File: config.mk
export PLATFORM = sky130hd
export DESIGN_NAME = alu_exec_unit
export DESIGN_NICKNAME = d
export VERILOG_FILES = /design/src/rtl/alu_exec_unit_pkg.sv /design/src/rtl/alu_exec_unit_core.sv /design/src/rtl/alu_exec_unit.sv
export SDC_FILE = /design/constraint.sdc
export NUM_CORES = 1
export LEC_CHECK = 0
export ABC_AREA = 0
export CELL_PAD_IN_SITES_DETAIL_PLACEMENT = 1
export CELL_PAD_IN_SITES_GLOBAL_PLACEMENT = 1
export CORE_UTILIZATION = 35
export CTS_BUF_LIST = sky130_fd_sc_hd__clkbuf_16
export CTS_CLUSTER_DIAMETER = 200
export DETAILED_ROUTE_END_ITERATION = 7
export DONT_BUFFER_PORTS = 1
export PLACE_DENSITY_LB_ADDON = 0.3
export SETUP_SLACK_MARGIN = 0.5
export SLEW_MARGIN = 15
export SYNTH_ARGS = -nofsm -noshare
export SYNTH_HDL_FRONTEND = slang
export SYNTH_SLANG_ARGS = --single-unit
File: constraint.sdc
create_clock -name clk -period 5.3 [get_ports clk]
set_input_delay 1.06 -clock clk [delete_from_list [all_inputs] [get_ports clk]]
set_output_delay 1.06 -clock clk [all_outputs]
set_load 0.005 [all_outputs]
File: src/rtl/alu_exec_unit_pkg.sv
// Shared definitions for the integer execute stage: op encodings, widths, the ROB "no entry" tag
// and small decode helpers.
package alu_exec_unit_pkg;

   localparam int DATA_W = 32;
   localparam int OP_W   = 5;
   localparam int ROB_W  = 4;

   localparam logic [ROB_W-1:0]  ZERO_ROB  = '0;
   localparam logic [DATA_W-1:0] JALR_MASK = 32'hFFFF_FFFE;

   typedef enum logic [OP_W-1:0] {
      OP_NOP   = 5'd0,
      OP_ADD   = 5'd1,  OP_SUB   = 5'd2,  OP_SLL   = 5'd3,  OP_SLT   = 5'd4,
      OP_SLTU  = 5'd5,  OP_XOR   = 5'd6,  OP_SRL   = 5'd7,  OP_SRA   = 5'd8,
      OP_OR    = 5'd9,  OP_AND   = 5'd10,
      OP_ADDI  = 5'd11, OP_SLTI  = 5'd12, OP_SLTIU = 5'd13, OP_XORI  = 5'd14,
      OP_ORI   = 5'd15, OP_ANDI  = 5'd16, OP_SLLI  = 5'd17, OP_SRLI  = 5'd18,
      OP_SRAI  = 5'd19,
      OP_LUI   = 5'd20, OP_AUIPC = 5'd21, OP_JAL   = 5'd22, OP_JALR  = 5'd23,
      OP_BEQ   = 5'd24, OP_BNE   = 5'd25, OP_BLT   = 5'd26, OP_BGE   = 5'd27,
      OP_BLTU  = 5'd28, OP_BGEU  = 5'd29
   } op_e;

   // I-type, LUI and AUIPC take the immediate as second operand; everything else uses Vk.
   function automatic logic op_uses_imm(input logic [OP_W-1:0] op);
      logic r;
      r = 1'b0;
      case (op_e'(op))
         OP_ADDI, OP_SLTI, OP_SLTIU, OP_XORI, OP_ORI, OP_ANDI,
         OP_SLLI, OP_SRLI, OP_SRAI, OP_LUI, OP_AUIPC: r = 1'b1;
         default:                                      r = 1'b0;
      endcase
      return r;
   endfunction

   function automatic logic op_is_defined(input logic [OP_W-1:0] op);
      return (op != OP_NOP) && (op <= OP_BGEU);
   endfunction

endpackage

File: src/rtl/alu_exec_unit_core.sv
// Combinational RV32I ALU core: computes the rd result plus branch/jump resolution for one op.
module alu_exec_unit_core
   import alu_exec_unit_pkg::*;
(
   input  logic [OP_W-1:0]   i_op,
   input  logic [DATA_W-1:0] i_a,
   input  logic [DATA_W-1:0] i_b,
   input  logic [DATA_W-1:0] i_pc,
   input  logic [DATA_W-1:0] i_imm,
   output logic [DATA_W-1:0] o_result,
   output logic              o_jump,
   output logic [DATA_W-1:0] o_target
);

   logic [4:0]        w_shamt;
   logic [DATA_W-1:0] w_pc_imm;

   assign w_shamt  = i_b[4:0];
   assign w_pc_imm = i_pc + i_imm;

   always_comb begin
      o_result = '0;
      o_jump   = 1'b0;
      o_target = '0;
      case (op_e'(i_op))
         OP_ADD,  OP_ADDI:  o_result = i_a + i_b;
         OP_SUB:            o_result = i_a - i_b;
         OP_SLL,  OP_SLLI:  o_result = i_a << w_shamt;
         OP_SLT,  OP_SLTI:  o_result = {31'd0, $signed(i_a) < $signed(i_b)};
         OP_SLTU, OP_SLTIU: o_result = {31'd0, i_a < i_b};
         OP_XOR,  OP_XORI:  o_result = i_a ^ i_b;
         OP_SRL,  OP_SRLI:  o_result = i_a >> w_shamt;
         OP_SRA,  OP_SRAI:  o_result = $unsigned($signed(i_a) >>> w_shamt);
         OP_OR,   OP_ORI:   o_result = i_a | i_b;
         OP_AND,  OP_ANDI:  o_result = i_a & i_b;
         OP_LUI:            o_result = i_b;
         OP_AUIPC:          o_result = i_pc + i_b;
         OP_JAL: begin
            o_result = i_pc + 32'd4;
            o_jump   = 1'b1;
            o_target = w_pc_imm;
         end
         OP_JALR: begin
            o_result = i_pc + 32'd4;
            o_jump   = 1'b1;
            o_target = (i_a + i_imm) & JALR_MASK;
         end
         OP_BEQ:  o_jump = (i_a == i_b);
         OP_BNE:  o_jump = (i_a != i_b);
         OP_BLT:  o_jump = ($signed(i_a) < $signed(i_b));
         OP_BGE:  o_jump = ($signed(i_a) >= $signed(i_b));
         OP_BLTU: o_jump = (i_a < i_b);
         OP_BGEU: o_jump = (i_a >= i_b);
         default: ;
      endcase
      // Branches report the target only when taken; not-taken leaves target at 0.
      if (o_jump && (i_op >= OP_BEQ))
         o_target = w_pc_imm;
   end

endmodule

File: src/rtl/alu_exec_unit.sv
// Integer execute stage: selects operands, runs the ALU core and registers the result onto the ALU CDB.
// No handshake: an op is accepted every cycle ena=1 and broadcast exactly one cycle later; ena=0 freezes all.
module alu_exec_unit
   import alu_exec_unit_pkg::*;
(
   input  logic              clk,
   input  logic              rst,
   input  logic              ena,
   input  logic              flush,
   input  logic [OP_W-1:0]   in_op,
   input  logic [DATA_W-1:0] in_Vj,
   input  logic [DATA_W-1:0] in_Vk,
   input  logic [DATA_W-1:0] in_imm,
   input  logic [DATA_W-1:0] in_pc,
   input  logic [ROB_W-1:0]  in_rob_tag,
   output logic [ROB_W-1:0]  out_cdb_rob_tag,
   output logic [DATA_W-1:0] out_cdb_data,
   output logic              out_jump,
   output logic [DATA_W-1:0] out_target
);

   logic [DATA_W-1:0] w_b;
   logic [DATA_W-1:0] w_result;
   logic              w_jump;
   logic [DATA_W-1:0] w_target;
   logic              w_live;

   logic [ROB_W-1:0]  r_tag;
   logic [DATA_W-1:0] r_data;
   logic              r_jump;
   logic [DATA_W-1:0] r_target;

   assign w_b    = op_uses_imm(in_op) ? in_imm : in_Vk;
   // Undefined codes and ops without a destination entry behave exactly like NOP.
   assign w_live = op_is_defined(in_op) && (in_rob_tag != ZERO_ROB);

   alu_exec_unit_core u_core (
      .i_op     (in_op),
      .i_a      (in_Vj),
      .i_b      (w_b),
      .i_pc     (in_pc),
      .i_imm    (in_imm),
      .o_result (w_result),
      .o_jump   (w_jump),
      .o_target (w_target)
   );

   always_ff @(posedge clk) begin
      if (rst || flush || (ena && !w_live)) begin
         r_tag    <= ZERO_ROB;
         r_data   <= '0;
         r_jump   <= 1'b0;
         r_target <= '0;
      end else if (ena) begin
         r_tag    <= in_rob_tag;
         r_data   <= w_result;
         r_jump   <= w_jump;
         r_target <= w_target;
      end
   end

   assign out_cdb_rob_tag = r_tag;
   assign out_cdb_data    = r_data;
   assign out_jump        = r_jump;
   assign out_target      = r_target;

endmodule

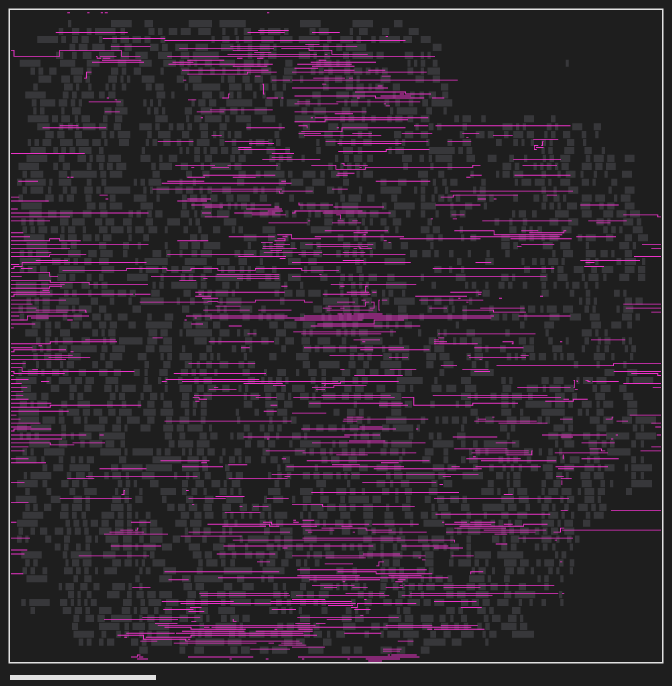
**Above:** run 1 (met3 routing).
The bar under the picture is 50 µm long. Cells faint in the background.
The layer holds 9.6% of the routed length. The layer carries 9540 µm of wire. 415 nets have wire on it. The wires run mostly horizontal. The longest straight run is 96.1 µm.

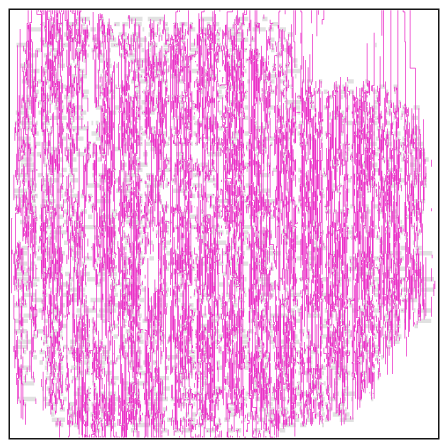
**Above:** run 1 (met2 routing).
Cells faint in the background.
The wires run mostly vertical. 2437 nets have wire on it. The longest straight run is 107 µm. The layer carries 43.4 mm of wire.

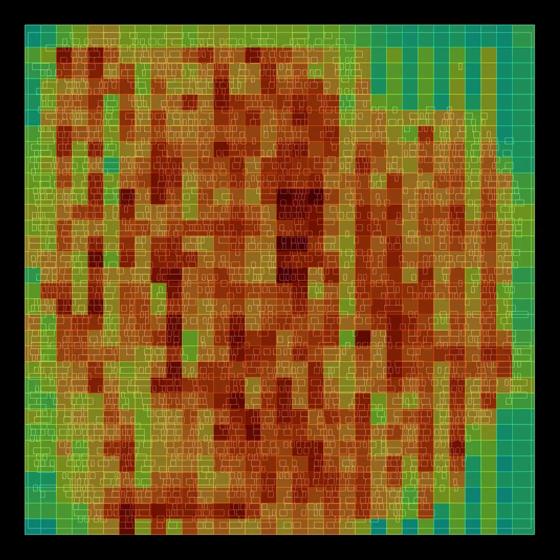
**Above:** run 1 (routing congestion).
GR Util met1: 51.2%
busiest grt layer: met2
WL per Instance: 32.4 µm
GRT met3 Usage: 7.87%
Total GRT Usage: 38.6%

==> job_summary.md, run 1 <==
### Flow metrics

| Metric | Value |
|---|---|
| Highest Signal Layer | `met5` |
| Register area | `1380 µm²` |
| Total number of vias | `21068` |
| # Cells Yosys | `2441` |
| Crit-path leading delay family | `AND-OR/OR-AND gates` |
| FF-to-FF Start | `out_cdb_data[30]` |
| Bufs on Longest Clock Path | `2` |
| Clk tree area frac | `1.53%` |
| Minimum clock period | `4.72 ns` |
| Synth Area in Simple Gates | `20.2%` |
| MUX share of area | `10.1%` |
| # Taps | `615` |
| Filler cells | `6017` |
| Number of remaining DRC errors | `0` |
| Max-Cap Viols | `0` |
| CP endpoint kind | `flip-flop` |
| Yosys reg bits | `69` |
| # diodes | `2` |
| DP Worst Slack | `0.0297 ns` |
| Flop share of the area | `7.10%` |
| Worst slew pin tran | `0.954 ns` |
| Worst reg-to-reg path cell count | `9` |
| H-tree Lvls | `3` |
| Remaining antenna violation count after routing | `0` |
| Worst setup path end | `out_target[29]` |
| Drt first pass iters | `5` |
| FF-to-FF End | `out_cdb_data[30]` |
| Max IR drop VDD | `166 µV` |
| GR Util met2 | `60.0%` |
| Dpl cells | `3040` |
| Leading power group | `combinational cells` |
| DR vias/cell | `6.85` |
| Total Power | `3.80 mW` |
| Crit path depth | `21` |
| Synth area leader | `ha_1` |
| Comb pwr share | `67.6%` |
| Synth warnings | `0` |
| Endpoints failing setup | `0` |
| Ports | `210` |
| Net Sw Frac | `51.9%` |
| CP Max Fanout | `26` |
| Post-Syn Instances | `2441` |
| Comb pwr | `2.57 mW` |
| Power per cell area | `195 nW/µm²` |
| Ys async rst share | `0%` |
| Initial antenna violation count | `7` |
| Clk pwr share | `17.8%` |
| P&R area growth vs syn | `13.1%` |
| OpenROAD warnings | `67` |
| Hold Crit Depth | `2` |
| Seq share, synth | `8.03%` |
| Rel. slew slack | `36.2%` |
| Buffering overhead | `6.89%` |
| Core Box Area | `48000 µm²` |
| CTS Buf Count | `9` |
| Combinational Area | `15200 µm²` |
| Type of the worst setup path | `in2reg` |
| CLK BUF | `9` |
| Clk_skew | `0 ns` |
| CTS tree | `built` |
| CP startpoint kind | `input port` |
| Dominant comb cell | `AND-OR/OR-AND gates` |
| Delay of the slowest critical-path stage | `0.34 ns` |
| Gpl congestion | `1.02` |
| Non-Clock Buffer Count | `159` |
| Status | `finished clean` |
| Number of global-route vias before repair | `20688` |
| CP max stage cell | `a32oi_4` |
| Worst Setup SP | `in_op[0]` |
| Top cells by count, synth | `nand2_1 (229), a21oi_1 (225), o21ai_0 (197), nor2_1 (193), ha_1 (154)` |
| CP cell instances | `a21o_1, buf_4, a32oi_4, and2_2, inv_4, ha_4, inv_1, ha_2, a31oi_2, o221ai_1, nand3_2, a21oi_4, buf_4, nor4_2, o21a_1, o2111ai_2, a41oi_4, buf_12, clkbuf_16, a221oi_1, nor3_1` |
**Run 1: routed clock nets over the placement**

The bar under the picture is 50 µm long.
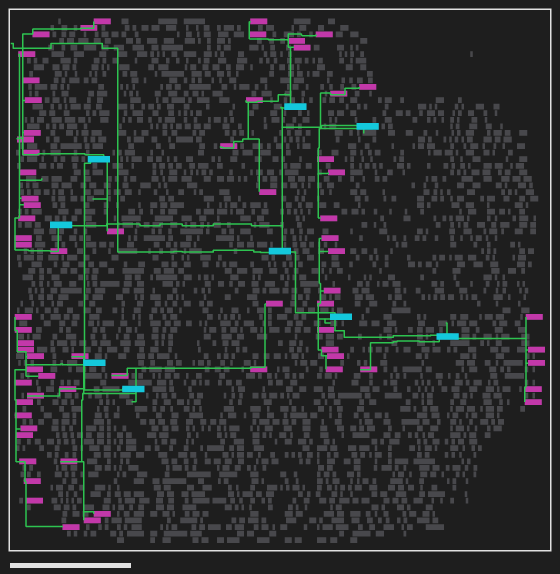

--- run 2 (diff from run 1) ---
Settings changed: ABC_AREA 0 to 1, DONT_BUFFER_PORTS 1 to unset.
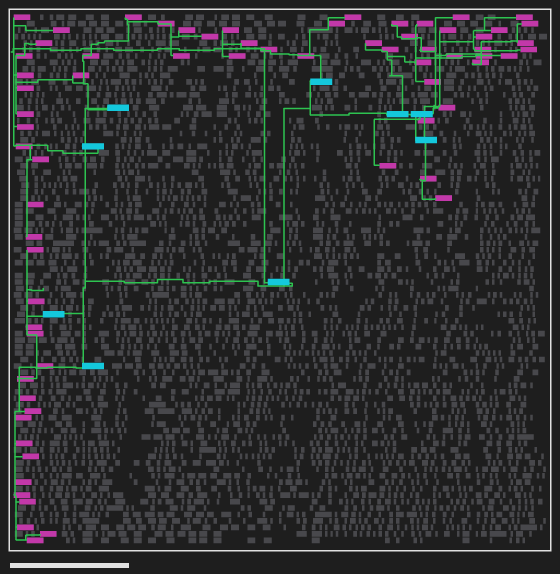
**Above:** run 2 (routed clock nets over the placement).
The bar under the picture is 50 µm long.
Cyan stands for clock drivers, count 9. Green stands for clock wires, length 1760 µm. Magenta stands for flip-flops, count 69.
There are 10 routed clock nets. Position of the flops: widely spread.

==> job_summary.md, run 2 <==
### Flow metrics

| Metric | Value |
|---|---|
| Status | `finished clean` |
| Comb pwr share | `70.3%` |
| Flop share of the area | `6.19%` |
| OpenROAD warnings | `67` |
| FF-to-FF Start | `out_cdb_data[13]` |
| Dpl cells | `4226` |
| Total GRT Usage | `43.8%` |
| Clk pwr share | `16.8%` |
| Net Sw Frac | `54.6%` |
| WL per Instance | `27.3 µm` |
| Initial antenna violation count | `4` |
| Worst slew pin tran | `1.06 ns` |
| Dominant flop cell | `dfxtp_1` |
| GR Util met1 | `54.8%` |
| Remaining antenna violation count after routing | `0` |
| Top cells by count, synth | `nand2_1 (878), inv_1 (387), o21ai_0 (366), nand3_1 (268), a21oi_1 (265)` |
| FF-to-FF End | `out_cdb_data[13]` |
| CP Max Fanout | `6` |
| First-pass GRT wire length | `164 mm` |
| Comb pwr | `2.95 mW` |
| Row count | `82` |
| Ys async rst share | `0%` |
| Busiest grt layer | `met2` |
| Minimum clock period | `4.71 ns` |
| Bufs on Longest Clock Path | `2` |
| Gpl congestion | `1.13` |
| XOR Share, Synth | `2.26%` |
| # diodes | `2` |
| CP endpoint kind | `flip-flop` |
| Total number of vias | `25419` |
| Rel. slew slack | `29.4%` |
| Hold Crit Depth | `2` |
| Avg Synthesized Cell Area | `5.45 µm²` |
| Combinational Area | `14400 µm²` |
| Power per cell area | `188 nW/µm²` |
| Dominant comb cell | `simple AND/OR/NAND/NOR gates` |
| Crit-path leading delay family | `AND-OR/OR-AND gates` |
| Ports | `210` |
| CLK BUF | `9` |
| Core Box Area | `50200 µm²` |
| Root buffer cell | `clkbuf_16` |
| GRT met3 Usage | `8.13%` |
| Drt first pass iters | `5` |
| Delay of the slowest critical-path stage | `0.75 ns` |
| Worst Setup SP | `in_Vj[19]` |
| CP cell instances | `clkdlybuf4s50_1, ha_1, a21oi_1, o21ai_0, a21oi_1, nand3_1, a21o_1, a21boi_0, o21ai_0, o21ai_0, o21ai_0, inv_1, nand2_1, nand3_1, a21oi_1` |
| Detail Route met3 WL | `9.84 mm` |
| Filler cells | `7045` |
| Non-Clock Buffer Count | `419` |
| CP startpoint kind | `input port` |
| P&R area growth vs syn | `25.5%` |
| Type of the worst setup path | `in2reg` |
| CTS tree | `built` |
| GR Util met2 | `68.5%` |
| Number of global-route vias before repair | `25459` |
| Largest net degree at the start of global routing | `70` |
| DP Worst Slack | `-0.0548 ns` |
| CP max stage cell | `clkdlybuf4s50_1` |
| # Taps | `672` |
| Worst setup path end | `out_target[28]` |
| Synth area leader | `nand2_1` |
| CTS Buf Count | `9` |
| Register area | `1380 µm²` |
| H-tree Lvls | `3` |
| Clk_skew | `0 ns` |
| Post-Syn Instances | `3264` |
| Leading power group | `combinational cells` |
| Max-Cap Viols | `0` |
| Endpoints failing setup | `0` |
| Most used cell, CP | `o21ai_0` |
| Crit path depth | `15` |
| Min Hold Slack | `0.464 ns` |
| # Cells Yosys | `3264` |
| Yosys reg bits | `69` |
| Worst reg-to-reg path cell count | `2` |
| Synth warnings | `0` |
| Highest Signal Layer | `met5` |
| Max IR drop VDD | `141 µV` |
| Worst Hold End | `out_cdb_data[7]` |
| Seq share, synth | `7.76%` |
| Total Power | `4.19 mW` |
| DR vias/cell | `5.99` |
| Synth Area in Simple Gates | `39.3%` |
| MUX share of area | `1.07%` |
| Clk tree area frac | `1.36%` |
No activity file was given, so power comes from the tool's default toggle rates.
